==> src/rtl/fifo_drain_if.sv <==
// FIFO read port and downstream stream bundle for the length-controlled drain reader.
// master = drain controller, slave = FIFO/stream environment.
interface fifo_drain_if #(
    parameter int DATA_W = 8
);
    logic              fifo_empty_i;
    logic              fifo_rd_en_o;
    logic [DATA_W-1:0] fifo_data_i;
    logic              m_valid_o;
    logic [DATA_W-1:0] m_data_o;
    logic              m_ready_i;

    modport master (
        input  fifo_empty_i,
        input  fifo_data_i,
        input  m_ready_i,
        output fifo_rd_en_o,
        output m_valid_o,
        output m_data_o
    );

    modport slave (
        output fifo_empty_i,
        output fifo_data_i,
        output m_ready_i,
        input  fifo_rd_en_o,
        input  m_valid_o,
        input  m_data_o
    );
endinterface

==> src/rtl/fifo_drain_ctrl.sv <==
// Pops len_i words from a registered-read FIFO and replays them on a valid/ready stream
// through a 3-entry skid buffer that hides the one-cycle read latency.
module fifo_drain_ctrl #(
    parameter int DATA_W = 8,
    parameter int LEN_W  = 8
) (
    input  logic             clk,
    input  logic             rst,
    input  logic             start_i,
    input  logic [LEN_W-1:0] len_i,
    output logic             busy_o,
    output logic             done_o,
    output logic [LEN_W-1:0] rd_count_o,
    fifo_drain_if.master     bus
);
    typedef enum logic [1:0] {
        IDLE,
        DRAIN,
        FLUSH
    } state_t;

    state_t            state;
    logic [LEN_W-1:0]  remaining;
    logic [LEN_W-1:0]  rd_count;
    logic              inflight;
    logic              done;
    logic [DATA_W-1:0] buf_q [3];
    logic [1:0]        head;
    logic [1:0]        tail;
    logic [1:0]        occ;
    logic [2:0]        reserved;
    logic              rd_en;
    logic              push;
    logic              pop;

    // Reads in flight count against buffer space so a capture always has room.
    assign reserved = {1'b0, occ} + {2'b00, inflight};
    assign rd_en    = (state == DRAIN) && !bus.fifo_empty_i
                   && (remaining != '0) && (reserved < 3'd3);
    assign push     = inflight;
    assign pop      = (occ != 2'd0) && bus.m_ready_i;

    assign bus.fifo_rd_en_o = rd_en;
    assign bus.m_valid_o    = (occ != 2'd0);
    assign bus.m_data_o     = buf_q[head];
    assign busy_o           = (state != IDLE);
    assign done_o           = done;
    assign rd_count_o       = rd_count;

    always_ff @(posedge clk) begin
        if (rst) begin
            state     <= IDLE;
            remaining <= '0;
            rd_count  <= '0;
            inflight  <= 1'b0;
            done      <= 1'b0;
            head      <= 2'd0;
            tail      <= 2'd0;
            occ       <= 2'd0;
            for (int i = 0; i < 3; i++) begin
                buf_q[i] <= '0;
            end
        end else begin
            inflight <= rd_en;
            done     <= 1'b0;

            if (push) begin
                buf_q[tail] <= bus.fifo_data_i;
                tail        <= (tail == 2'd2) ? 2'd0 : tail + 2'd1;
            end
            if (pop) begin
                head <= (head == 2'd2) ? 2'd0 : head + 2'd1;
            end
            unique case ({push, pop})
                2'b10:   occ <= occ + 2'd1;
                2'b01:   occ <= occ - 2'd1;
                default: occ <= occ;
            endcase

            if (pop && (rd_count != {LEN_W{1'b1}})) begin
                rd_count <= rd_count + 1'b1;
            end

            unique case (state)
                IDLE: begin
                    if (start_i) begin
                        rd_count <= '0;
                        if (len_i != '0) begin
                            remaining <= len_i;
                            state     <= DRAIN;
                        end else begin
                            done <= 1'b1;
                        end
                    end
                end
                DRAIN: begin
                    if (rd_en) begin
                        remaining <= remaining - 1'b1;
                        if (remaining == {{(LEN_W-1){1'b0}}, 1'b1}) begin
                            state <= FLUSH;
                        end
                    end
                end
                FLUSH: begin
                    if ((occ == 2'd0) && !inflight) begin
                        state <= IDLE;
                        done  <= 1'b1;
                    end
                end
                default: state <= IDLE;
            endcase
        end
    end
endmodule

==> src/flat_wrapper.sv <==
// flat-port wrapper written by rule: the top's interface ports become plain ports
module fifo_drain_ctrl_flat 
#(
    parameter int DATA_W = 8,
    parameter int LEN_W  = 8
)
  (clk, rst, start_i, len_i, busy_o, done_o, rd_count_o, bus_fifo_empty_i, bus_fifo_data_i, bus_m_ready_i, bus_fifo_rd_en_o, bus_m_valid_o, bus_m_data_o);
  fifo_drain_if #(.DATA_W(DATA_W)) bus_i ();
  input  logic clk;
  input  logic rst;
  input  logic start_i;
  input  logic [LEN_W-1:0] len_i;
  output logic busy_o;
  output logic done_o;
  output logic [LEN_W-1:0] rd_count_o;
  input wire logic [$bits(bus_i.fifo_empty_i)-1:0] bus_fifo_empty_i;
  input wire logic [$bits(bus_i.fifo_data_i)-1:0] bus_fifo_data_i;
  input wire logic [$bits(bus_i.m_ready_i)-1:0] bus_m_ready_i;
  output wire logic [$bits(bus_i.fifo_rd_en_o)-1:0] bus_fifo_rd_en_o;
  output wire logic [$bits(bus_i.m_valid_o)-1:0] bus_m_valid_o;
  output wire logic [$bits(bus_i.m_data_o)-1:0] bus_m_data_o;
  assign bus_i.fifo_empty_i = bus_fifo_empty_i;
  assign bus_i.fifo_data_i = bus_fifo_data_i;
  assign bus_i.m_ready_i = bus_m_ready_i;
  assign bus_fifo_rd_en_o = bus_i.fifo_rd_en_o;
  assign bus_m_valid_o = bus_i.m_valid_o;
  assign bus_m_data_o = bus_i.m_data_o;
  fifo_drain_ctrl #(.DATA_W(DATA_W), .LEN_W(LEN_W)) u_core (.clk(clk), .rst(rst), .start_i(start_i), .len_i(len_i), .busy_o(busy_o), .done_o(done_o), .rd_count_o(rd_count_o), .bus(bus_i));
endmodule
==> config.mk <==
export PLATFORM = sky130hd
export DESIGN_NAME = fifo_drain_ctrl_flat
export DESIGN_NICKNAME = d
export VERILOG_FILES = /design/src/rtl/fifo_drain_if.sv /design/src/rtl/fifo_drain_ctrl.sv /design/src/flat_wrapper.sv
export SDC_FILE = /design/constraint.sdc
export NUM_CORES = 1
export LEC_CHECK = 0
export ABC_CLOCK_PERIOD_IN_PS = 2100
export CAP_MARGIN = 0
export CELL_PAD_IN_SITES_DETAIL_PLACEMENT = 0
export CELL_PAD_IN_SITES_GLOBAL_PLACEMENT = 1
export CORE_MARGIN = 8
export CORE_UTILIZATION = 31
export DETAILED_ROUTE_END_ITERATION = 10
export PLACE_DENSITY = 0.74
export SETUP_SLACK_MARGIN = 0.05
export SKIP_LAST_GASP = 1
export SLEW_MARGIN = 20
export SYNTH_ARGS = -nofsm -noshare
export SYNTH_HDL_FRONTEND = slang
export SYNTH_SLANG_ARGS = --single-unit
==> constraint.sdc <==
create_clock -name clk -period 2.1 [get_ports clk]
set_clock_uncertainty 0.15 [all_clocks]
set_input_delay 0.42 -clock clk [delete_from_list [all_inputs] [get_ports clk]]
set_output_delay 0.42 -clock clk [all_outputs]
set_load 0.03 [all_outputs]
Figure 1. Metal 3 (run 1).
The bar under the picture is 20 um long.
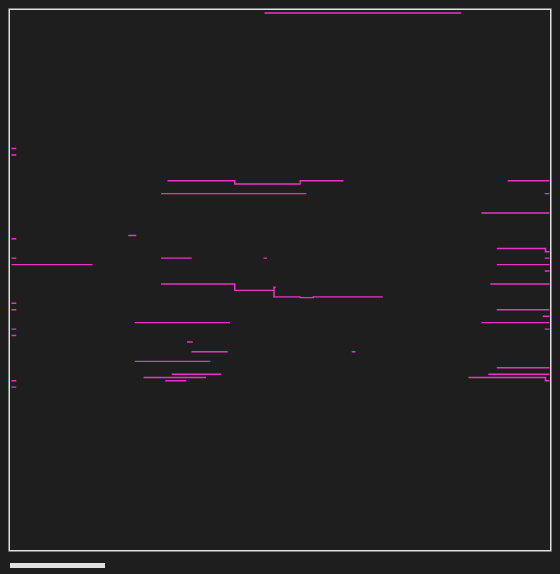
share of all routed wire = 5.6%
main direction = horizontal
routed wire length: 6.98 mm
met3 usage: 0.0391
Vias: 2244

Figure 2. Wire density map (run 1).
The bar under the picture is 20 um long. The die is cut into 23 by 23 equal tiles; dark blue is low, red is high, scaled to the fullest tile. Values are wire area over tile area, all layers added.
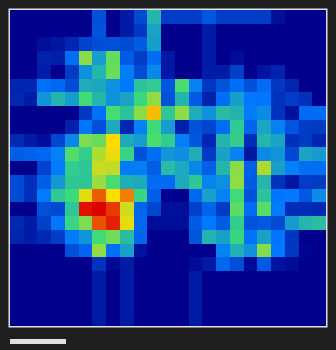
nearly empty tiles = 36%
tiles over half the peak = 8.1%
mean over tiles = 0.085
fullest tile = 0.49
GRT Total Usage: 0.115
WL/cell: 15.1 um

Figure 3. M1 wires (run 1).
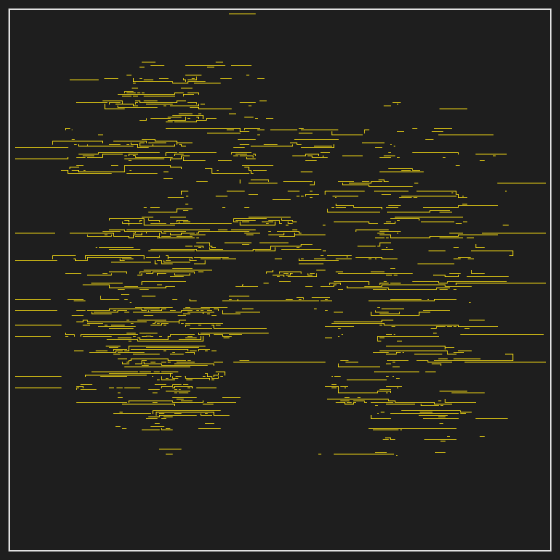
main direction = horizontal
nets with wire on the layer = 326
wire length on this layer = 3150 um
met1 Use GR: 0.135

Figure 4. Cells coloured by class (run 1).
Fill, decap, tap and diode cells in grey.
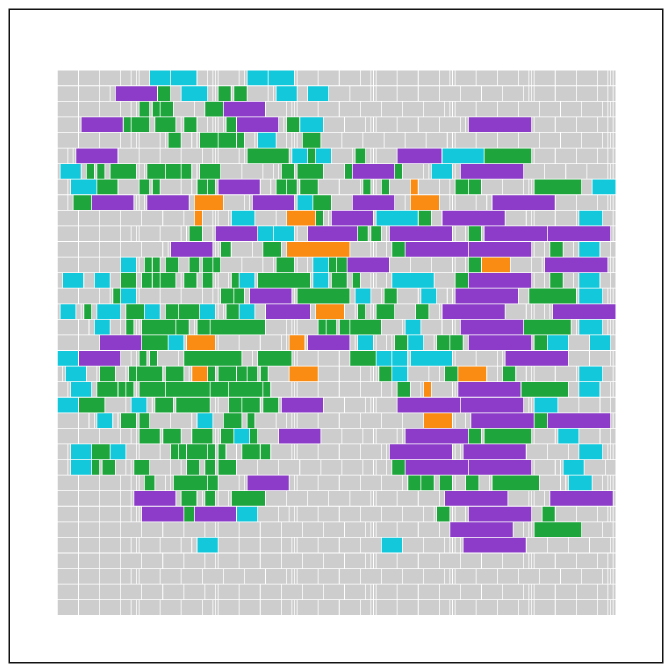
green -> combinational and other logic  # cells 184, share of their area 38%
purple -> flops  # cells 60, share of their area 39%
cyan -> other buffers and delay cells  # cells 73, share of their area 19%
orange -> clock drivers and dummy loads  # cells 15, share of their area 4.6%
final core occ: 0.437
final instance area: 4060 sq um

run 1: per-layer routing:
layer	global-route usage	part of all wire	vias up	wire [um]
met2	0.191	0.48	56	3370
met5	0	0	-	0
met1	0.135	0.45	1064	3150
li1	-	-	1118	-
met3	0.0391	0.056	6	389
met4	0.0426	0.011	0	79
run 1: per-stage QoR:
stage / utilization / area [sq um] / setup TNS (ns) / setup slack (ns) / cells
6_report: 0.437 / 4060 / -0.271 / -0.271 / 461
3_3_place_gp: 0.413 / 3840 / -0.550 / -0.167 / 446
5_1_grt: 0.437 / 4060 / -0.323 / -0.319 / 461
3_5_place_dp: 0.413 / 3840 / -0.727 / -0.165 / 446
4_1_cts: 0.435 / 4040 / -0.457 / -0.284 / 461
2_1_floorplan: - / 3020 / 0 / 0.0387 / 252
run 1: worst max-delay path, delay by kind of cell, from the launching register on:
kind            cells  cell delay [ns]
buf+inv             1             0.18
fa+ha+maj           2             0.37
compound gates      2             0.57
flops               1             0.35
run 1: worst max-delay path by stage:
stage | startpoint | to | depth (start not counted)
detailed placement | bus_fifo_empty_i | bus_fifo_rd_en_o | 4
floorplan | u_core.occ[0] | bus_fifo_rd_en_o | 4
finish | u_core.occ[0] | bus_fifo_rd_en_o | 5
global route | u_core.occ[0] | bus_fifo_rd_en_o | 5
global placement | bus_fifo_empty_i | bus_fifo_rd_en_o | 4
CTS | u_core.occ[0] | bus_fifo_rd_en_o | 5
run 1: synthesized netlist by cell type, drive strengths merged (2+ instances only):
cell	count	area share
o41ai	2	0.0084
edfxtp	32	0.32
nor2b	2	0.0042
o31ai	4	0.010
ha	7	0.029
a21oi	14	0.024
dfxtp	28	0.19
and3	3	0.0063
nor3	11	0.026
a41o	3	0.010
and4	3	0.0089
a41oi	3	0.015
clkbuf	5	0.0063
nand3	2	0.0034
and2	26	0.055
a31oi	3	0.0063
nand4	5	0.011
a311oi	2	0.0059
mux2i	2	0.0067
or3	2	0.0042
or2	5	0.011
nor4	2	0.0084
nor4b	2	0.0080
a311o	2	0.0067
o211ai	3	0.012
o21ai	4	0.0080
xor2	5	0.015
mux4	8	0.061
inv	11	0.014
nor2	20	0.026
o311ai	3	0.0089
nand2	10	0.013
o32ai	2	0.011
a32oi	2	0.0059
buf	3	0.0046
run 1: timing repair:
| action | 4_1_cts | 5_1_grt |
|---|---|---|
| pin swaps | 2 | 2 |
| gates resized | 57 | 12 |
| setup endpoints to repair | 13 | 17 |
run 1: sequential cells by signal, summed over array words and instances, names as in the netlist, named ones only:
register / flops
u_core.buf_q: 32
u_core.done_o: 1
u_core.head: 2
u_core.inflight: 1
u_core.occ: 2
u_core.rd_count_o: 8
u_core.remaining: 8
u_core.state: 2
u_core.tail: 2
run 1: area by class of cell:
type / instances / area share
Sequential cell: 60 / 0.377
Multi-Input combinational cell: 173 / 0.351
Timing Repair Buffer: 73 / 0.178
Tap cell: 129 / 0.0398
Clock buffer: 9 / 0.0305
Clock inverter: 6 / 0.0139
Inverter: 11 / 0.0102
run 1: power by group:
group          leakage, nW  total, mW  switching, mW  internal [mW]
clock network       0.0838      0.974          0.445          0.529
registers            0.549       1.34         0.0533           1.29
logic                0.931      0.631          0.340          0.291
==> summary.txt, run 1 <==
Reg-to-Reg End: u_core.remaining[4]
Layout cell share with drive strength beyond 1: 0.262
# IOs: 41
Post-synthesis sequential area ratio: 0.512
Hold_sp: u_core.remaining[1]
Synthesized area: 2970 sq um
Complex Gates by Area: 0.154
CP max-delay cell: dfxtp_4
Vias/cell: 4.87
Die width: 114 um
Tool warnings: 31
Crit path DRT: 1.53 ns
HPWL Detailed: 5.25 mm
Die area: 13000 sq um
Slew @ Worst Pin: 0.384 ns
Htree depth: 3
Achievable Freq: 422 MHz
Hold_buf cts: 0
RSZ-0062 raised after global routing: yes
Total power: 2.95 mW
Mux frac, synth: 0.0674
Distinct lib cells used: 59
Initial DRC count: 104
Max FO, Critical Path: 2
Minimum clock period: 2.37 ns
Cell Pwr Density: 727 nW/um^2
Critical Path Source Type: flop
Cell count in the Yosys report: 252
Logic family by area: simple AND/OR/NAND/NOR gates
Vias in the first global route: 2396
Number of enable flip-flop cells: 32
Fillers: 901
Drc violations: 0
Setup ws final: -0.271 ns
Critical-path cell list: ha_4 > ha_4 > a211o_1 > a311oi_4 > buf_6
Rel. slew slack: 0.740
Max VDD drop: 357 uV
Max_cap viols: 0
Syn_nets: 280
Register-to-Register Path Depth: 8
Worst setup EP type: output pin
CTS tree: yes
Nets: 356
Slew Limit Fails: 0
Period utilization: 1.13
Final Hold Viols: 0
Ys flop type: edfxtp_1
Arrival time worst endpoint: 1.80 ns
N_diodes: 0
Yosys Chip Area: 2970 sq um
CTS Buffer Depth: 2
Failing checks: negative setup slack
Root Buffer: clkbuf_8
Hold Slack: 0.335 ns
Status: finished with violations
Die height: 114 um
TritonRoute pass-1 iters: 4
Post-DRT Antenna Nets: 0
Rows: 35
R2r startpoint: u_core.occ[0]
Sequential cell area: 1530 sq um
Reg2reg setup slack: 0.07 ns
Num CTS Buffers: 9
Clk sinks: 60
Finish-stage setup viols: 1
## Run 2: what changed since run 1
--- a/config.mk
+++ b/config.mk
@@ -15,7 +15,6 @@
 export PLACE_DENSITY = 0.74
 export SETUP_SLACK_MARGIN = 0.05
 export SKIP_LAST_GASP = 1
-export SLEW_MARGIN = 20
 export SYNTH_ARGS = -nofsm -noshare
 export SYNTH_HDL_FRONTEND = slang
 export SYNTH_SLANG_ARGS = --single-unit
Figure 5. Metal 3 (run 2).
The bar under the picture is 20 um long.
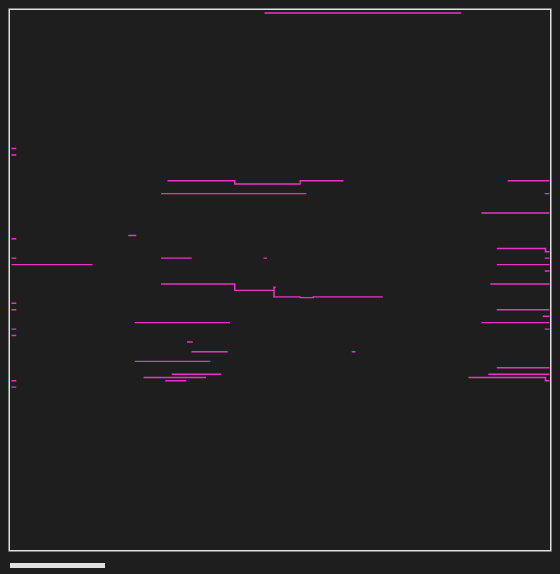
wire length on this layer = 389 um
nets with wire on the layer = 37
share of all routed wire = 5.6%
main direction = horizontal
longest straight run = 41.2 um

==> run 2 against run 1 <==
  * The flow still finishes with violations (negative setup slack)
  * Largest cell class unchanged
  * Sequential power about the same
  * Wire length unchanged
  * Utilization unchanged
  * Global-route usage unchanged
  * Worst hold slack unchanged
==> summary.txt, run 2 <==
Num CTS Buffers: 9 (unchanged)
Layout cell share with drive strength beyond 1: 0.262 (unchanged)
Yosys Chip Area: 2970 sq um (unchanged)
Syn_nets: 280 (unchanged)
Die height: 114 um (unchanged)
Cell Area, Placed: 3840 sq um (unchanged)
Period utilization: 1.13 (unchanged)
Cell count in the Yosys report: 252 (unchanged)
Top-area cell type share of the netlist area: 0.324 (unchanged)
Met1 Use GR: 0.135 (unchanged)
Fillers: 901 (unchanged)
Finish-stage setup viols: 1 (unchanged)
Failing checks: negative setup slack
Sequential cell area: 1530 sq um (unchanged)
Fin cells: 461 (unchanged)
Rel. slew slack: 0.740 (unchanged)
Met3 usage: 0.0391 (unchanged)
RSZ-0062 raised after global routing: yes
Clk sinks: 60 (unchanged)
CP max-delay cell: dfxtp_4
Max VDD drop: 357 uV (unchanged)
Max_cap viols: 0 (unchanged)
Drc violations: 0 (unchanged)
N_diodes: 0 (unchanged)
Ys flop type: edfxtp_1
Minimum clock period: 2.37 ns (unchanged)
Grt met2 use: 0.191 (unchanged)
Post-synthesis sequential area ratio: 0.512 (unchanged)
TritonRoute pass-1 iters: 4 (unchanged)
Post-DRT Antenna Nets: 0 (unchanged)
Area contributors post-synth: edfxtp_1 32%, dfxtp_1 19%, mux4_2 6.1%, and2_1 5.5%, ha_1 2.9%
GRT Total Usage: 0.115 (unchanged)
Top reg by flops: u_core.buf_q
Final Hold Viols: 0 (unchanged)
Setup ws final: -0.271 ns (unchanged)
CTS tree: yes
Vias in the first global route: 2396 (unchanged)
Slew @ Worst Pin: 0.384 ns (unchanged)
Status: finished with violations
# IOs: 41 (unchanged)
WL/cell: 15.1 um (unchanged)
Rows: 35 (unchanged)
Number of enable flip-flop cells: 32 (unchanged)
Synth area leader: edfxtp_1
Die width: 114 um (unchanged)
Reg2reg setup slack: 0.07 ns (about the same)
Arrival time worst endpoint: 1.80 ns (about the same)
Nets: 356 (unchanged)
HPWL Detailed: 5.25 mm (unchanged)
Htree depth: 3 (unchanged)
Distinct lib cells used: 59 (unchanged)
Vias: 2244 (unchanged)
Synth cell count leaders: 32 x edfxtp_1, 28 x dfxtp_1, 26 x and2_1
==> run 2: final timing paths <==
path	startpoint	endpoint	cells after the start
hold reg to reg	u_core.remaining[1]	u_core.remaining[1]	2
hold / removal	u_core.remaining[1]	u_core.remaining[1]	2
setup reg to reg	u_core.occ[0]	u_core.remaining[4]	8
setup / recovery	u_core.occ[0]	bus_fifo_rd_en_o	5
==> run 2: stage by stage <==
step           setup TNS (ns)  utilization  setup slack (ns)
3_3_place_gp           -0.550        0.413            -0.167
3_5_place_dp           -0.727        0.413            -0.165
5_1_grt                -0.323        0.437            -0.319
6_report               -0.271        0.437            -0.271
4_1_cts                -0.457        0.435            -0.284
2_1_floorplan               0            -            0.0387
==> run 2: layout make-up <==
cell class | instances | area share
sequential | 60 | 0.377
timing repair buffer | 73 | 0.178
clock inverter | 6 | 0.0139
tap | 129 | 0.0398
inverter | 11 | 0.0102
clock buffer | 9 | 0.0305
multi-input combinational | 173 | 0.351
==> run 2: report_power, final <==
part	switching [mW]	total (mW)	internal [mW]
Combinational	0.340	0.631	0.291
Sequential	0.0533	1.34	1.29
Clock	0.445	0.974	0.529
==> run 2: metal layers <==
layer	wire length, um	share of wire
met5	0	0
met4	79	0.011
met3	389	0.056
met2	3370	0.48
met1	3150	0.45
==> run 2: logic make-up after synthesis <==
kind of cell | Yosys count | share of synthesized area
fa+ha+maj | 7 | 0.0295
mux | 10 | 0.0674
buf+inv | 19 | 0.0249
simple gates | 97 | 0.194
xor+xnor | 6 | 0.0177
flops | 60 | 0.512
compound gates | 53 | 0.154
==> run 2: what timing repair did <==
item	CTS	global route
hold buffers	0	0
resized	57	12
setup endpoints to repair	13	17
pin swaps	2	2
==> run 2: worst min-delay path, delay by kind of cell (launching register included) <==
kind             cells  cell delay [ns]
DFF                  1             0.32
and+or+nand+nor      1             0.06
muxes                1             0.06
Figure 6. M1 wires (run 2).
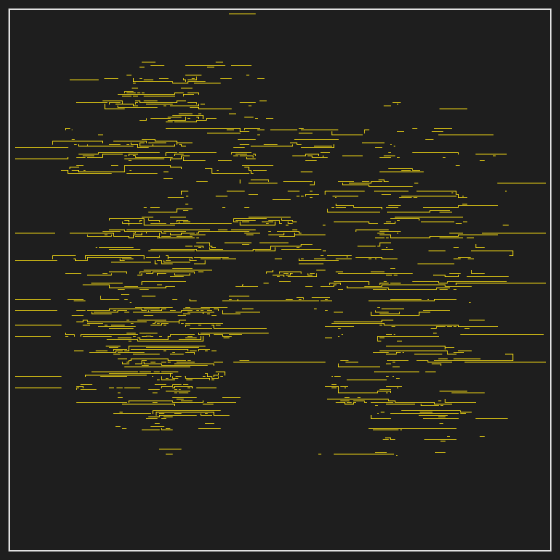

## Run 3: what changed since run 2
--- a/config.mk
+++ b/config.mk
@@ -5,7 +5,7 @@
 export SDC_FILE = /design/constraint.sdc
 export NUM_CORES = 1
 export LEC_CHECK = 0
-export ABC_CLOCK_PERIOD_IN_PS = 2100
+export ABC_CLOCK_PERIOD_IN_PS = 2000
 export CAP_MARGIN = 0
 export CELL_PAD_IN_SITES_DETAIL_PLACEMENT = 0
 export CELL_PAD_IN_SITES_GLOBAL_PLACEMENT = 1
==> constraint.sdc (replaced) <==
create_clock -name clk -period 2 [get_ports clk]
set_clock_uncertainty 0.15 [all_clocks]
set_input_delay 0.4 -clock clk [delete_from_list [all_inputs] [get_ports clk]]
set_output_delay 0.4 -clock clk [all_outputs]
set_load 0.03 [all_outputs]
Figure 7. M1 wires (run 3).
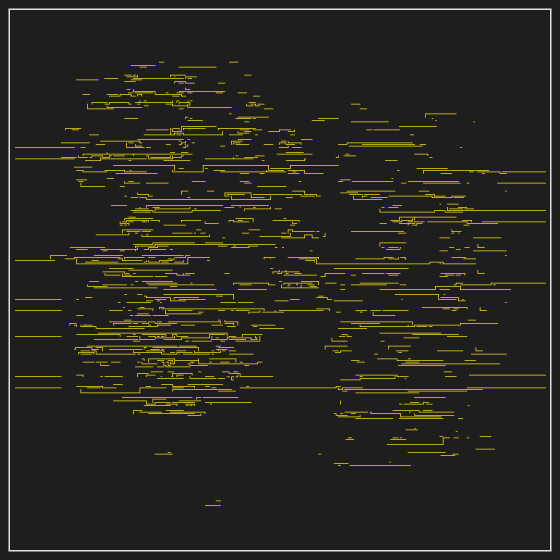
wire length on this layer = 3190 um
share of all routed wire = 45%
longest straight run = 29.0 um
nets with wire on the layer = 342
Vias: 2310
met1 Use GR: 0.131
routed wire length: 7.10 mm

==> run 3 against run 2 <==
  * The run still ends with negative setup slack left
  * Setup slack worse by 0.082 ns
  * Via count up 2.9%
  * Non-clock buffer count grew 12
  * Utilization up 1.7 points
  * Combinational power increased by 15%
  * Sequential power grew 5%
  * Worst hold slack better by 0.011 ns
  * Flip-flop count is the same
  * Clock power up 5%
  * Largest power group unchanged
==> summary.txt, run 3 <==
Critical Path Source Type: flop
GRT Total Usage: 0.113 (-0.00257)
Final instance area: 4210 sq um
Achievable Freq: 425 MHz
Initial antenna violation count: 0
Synth warn: 0
Total power: 3.16 mW
Setup ws final: -0.354 ns (-0.0821 ns)
First-pass GRT wire length: 11.5 mm
Cell count in the Yosys report: 252 (unchanged)
Max VDD drop: 391 uV (+9.4%)
Path type of the worst setup path: reg -> out
Pre-CTS setup slack: -0.229 ns (-0.0640 ns)
Instance tally after logic synthesis: 252
Minimum clock period: 2.35 ns
Placed cells: 450
Cell leakage power: 1.62 nW
HPWL Detailed: 5.15 mm (-2.0%)
WL/cell: 15.0 um (-0.90%)
Placer congestion estimate: 0.814
Top-area cell type share of the netlist area: 0.324 (unchanged)
Most frequent logic cell in the layout: buf_4
Max reg flops: 32
Fillers: 894 (-0.78%)
Synth async-reset ratio: 0
Number of enable flip-flop cells: 32 (unchanged)
Sequential cell area: 1530 sq um (unchanged)
Synthesized area: 2970 sq um
Skew-Pair Late Insertion Delay: 0.34 ns
Synth cell count leaders: 32 x edfxtp_1, 28 x dfxtp_1, 26 x and2_1
Core area: 9280 sq um
Vias in the first global route: 2345 (-2.1%)
Area Growth Syn to Fin: 41.8%
Rows: 35 (unchanged)
Die width: 114 um (unchanged)
Clk sinks: 60 (unchanged)
Root Buffer: clkbuf_8
Largest net degree at the start of global routing: 12
Layout cell share with drive strength beyond 1: 0.311 (+0.0490)
Slew @ Worst Pin: 0.412 ns (+0.0278 ns)
Initial DRC count: 66
Syn_nets: 280 (unchanged)
Cell Pwr Density: 751 nW/um^2
Status: finished with violations
Die height: 114 um (unchanged)
Cell Area, Placed: 3870 sq um (+0.78%)
Arrival time worst endpoint: 1.80 ns (about the same)
TritonRoute pass-1 iters: 4 (unchanged)
Yosys Chip Area: 2970 sq um (unchanged)
Vias/cell: 4.88
Floorplan utilization: 0.320
Tool warnings: 31
Fin cells: 473 (+2.6%)
Synth area leader: edfxtp_1
Post-synthesis sequential area ratio: 0.512 (unchanged)
Ys flop type: edfxtp_1
Htree depth: 3 (unchanged)
Rel. slew slack: 0.721 (-0.0188)
Post-DRT Antenna Nets: 0 (unchanged)
Drc violations: 0 (unchanged)
Failing checks: negative setup slack
Worst setup EP type: output pin
CTS tree: yes
Max_cap viols: 0 (unchanged)
Hold Slack: 0.346 ns
# IOs: 41 (unchanged)
Nets: 368 (+3.4%)
Port bufs: 40
RSZ-0062 raised after global routing: yes
GR Overflow Total: 0
Most frequent cell after synthesis: edfxtp_1
Finish-stage setup viols: 18 (+17)
Distinct lib cells used: 59 (unchanged)
Combinational gate area: 1480 sq um
Hold_buf cts: 0 (unchanged)
Num CTS Buffers: 9 (unchanged)
Die area: 13000 sq um
Max FO, Critical Path: 2
Clock-pin slew on the worst setup and hold paths: 0.07 ns
Top reg by flops: u_core.buf_q
Syn avg cell area: 11.8 sq um
Slew Limit Fails: 0
Area contributors post-synth: edfxtp_1 32%, dfxtp_1 19%, mux4_2 6.1%, and2_1 5.5%, ha_1 2.9%
Final Hold Viols: 0 (unchanged)
Most frequent cells in the layout: 34 x buf_4, 32 x edfxtp_1, 26 x and2_1
Period utilization: 1.18
Synthesized flop and latch total: 60
N_diodes: 0 (unchanged)
CTS Buffer Depth: 2
[run 3: cell counts after synthesis]
No cell type changed its count.
[run 3: repair_timing]
item,in CTS,in global routing
setup buffers,5,5
resized,70,20
setup endpoints to repair,21,21
pin swaps,9,12
[run 3: cell families after synthesis]
logic type                 count (synthesis)  share of synthesized area
DFF                                       60                      0.512
xor gates and xnor gates                   6                     0.0177
and+or+nand+nor                           97                      0.194
muxes                                     10                     0.0674
buffers and inverters                     19                     0.0249
AOI/OAI and AO/OA                         53                      0.154
adders and majority gates                  7                     0.0295
[run 3: layer usage]
metal	global-route usage	part of all wire
met1	0.131	0.45
met2	0.187	0.48
met3	0.0322	0.054
met5	0	0
met4	0.0524	0.017
[run 3: cell type report]
type	instances	area share
Sequential cell	60	0.363
Multi-Input combinational cell	173	0.351
Timing Repair Buffer	85	0.196
Tap cell	129	0.0383
Clock buffer	9	0.0294
Clock inverter	6	0.0134
Inverter	11	0.00980
[run 3: where the power goes]
group	switching (mW)	leakage [nW]	internal, mW	total (mW)
Combinational	0.378	0.987	0.345	0.723
Clock	0.469	0.0838	0.555	1.02
Sequential	0.0596	0.549	1.35	1.41
Total	0.907	1.62	2.25	3.16
[run 3: metrics by stage]
| step | utilization | TNS, ns |
|---|---|---|
| final | 0.454 | -1.58 |
| after global routing | 0.454 | -2.58 |
| after CTS | 0.442 | -1.39 |
| after detailed placement | 0.417 | -3.18 |
| after global placement | 0.417 | -2.68 |
| after floorplan | - | -0.0413 |
[run 3: final timing paths]
check	startpoint	to	slack, ns	cells past startpoint
worst min-delay path	u_core.remaining[1]	u_core.remaining[1]	0.35	2
worst max register to register	u_core.occ[0]	u_core.remaining[6]	-0.10	9
worst max-delay path	u_core.occ[0]	bus_fifo_rd_en_o	-0.35	5
worst min register to register	u_core.remaining[1]	u_core.remaining[1]	0.35	2
[run 3: critical path, cell delays in order (launching register included)]
cell      delay, ns
dfxtp_4        0.35
ha_4           0.16
ha_4           0.20
a211o_1        0.29
a311oi_4       0.28
buf_6          0.18
Power and IR drop assume default switching activity.
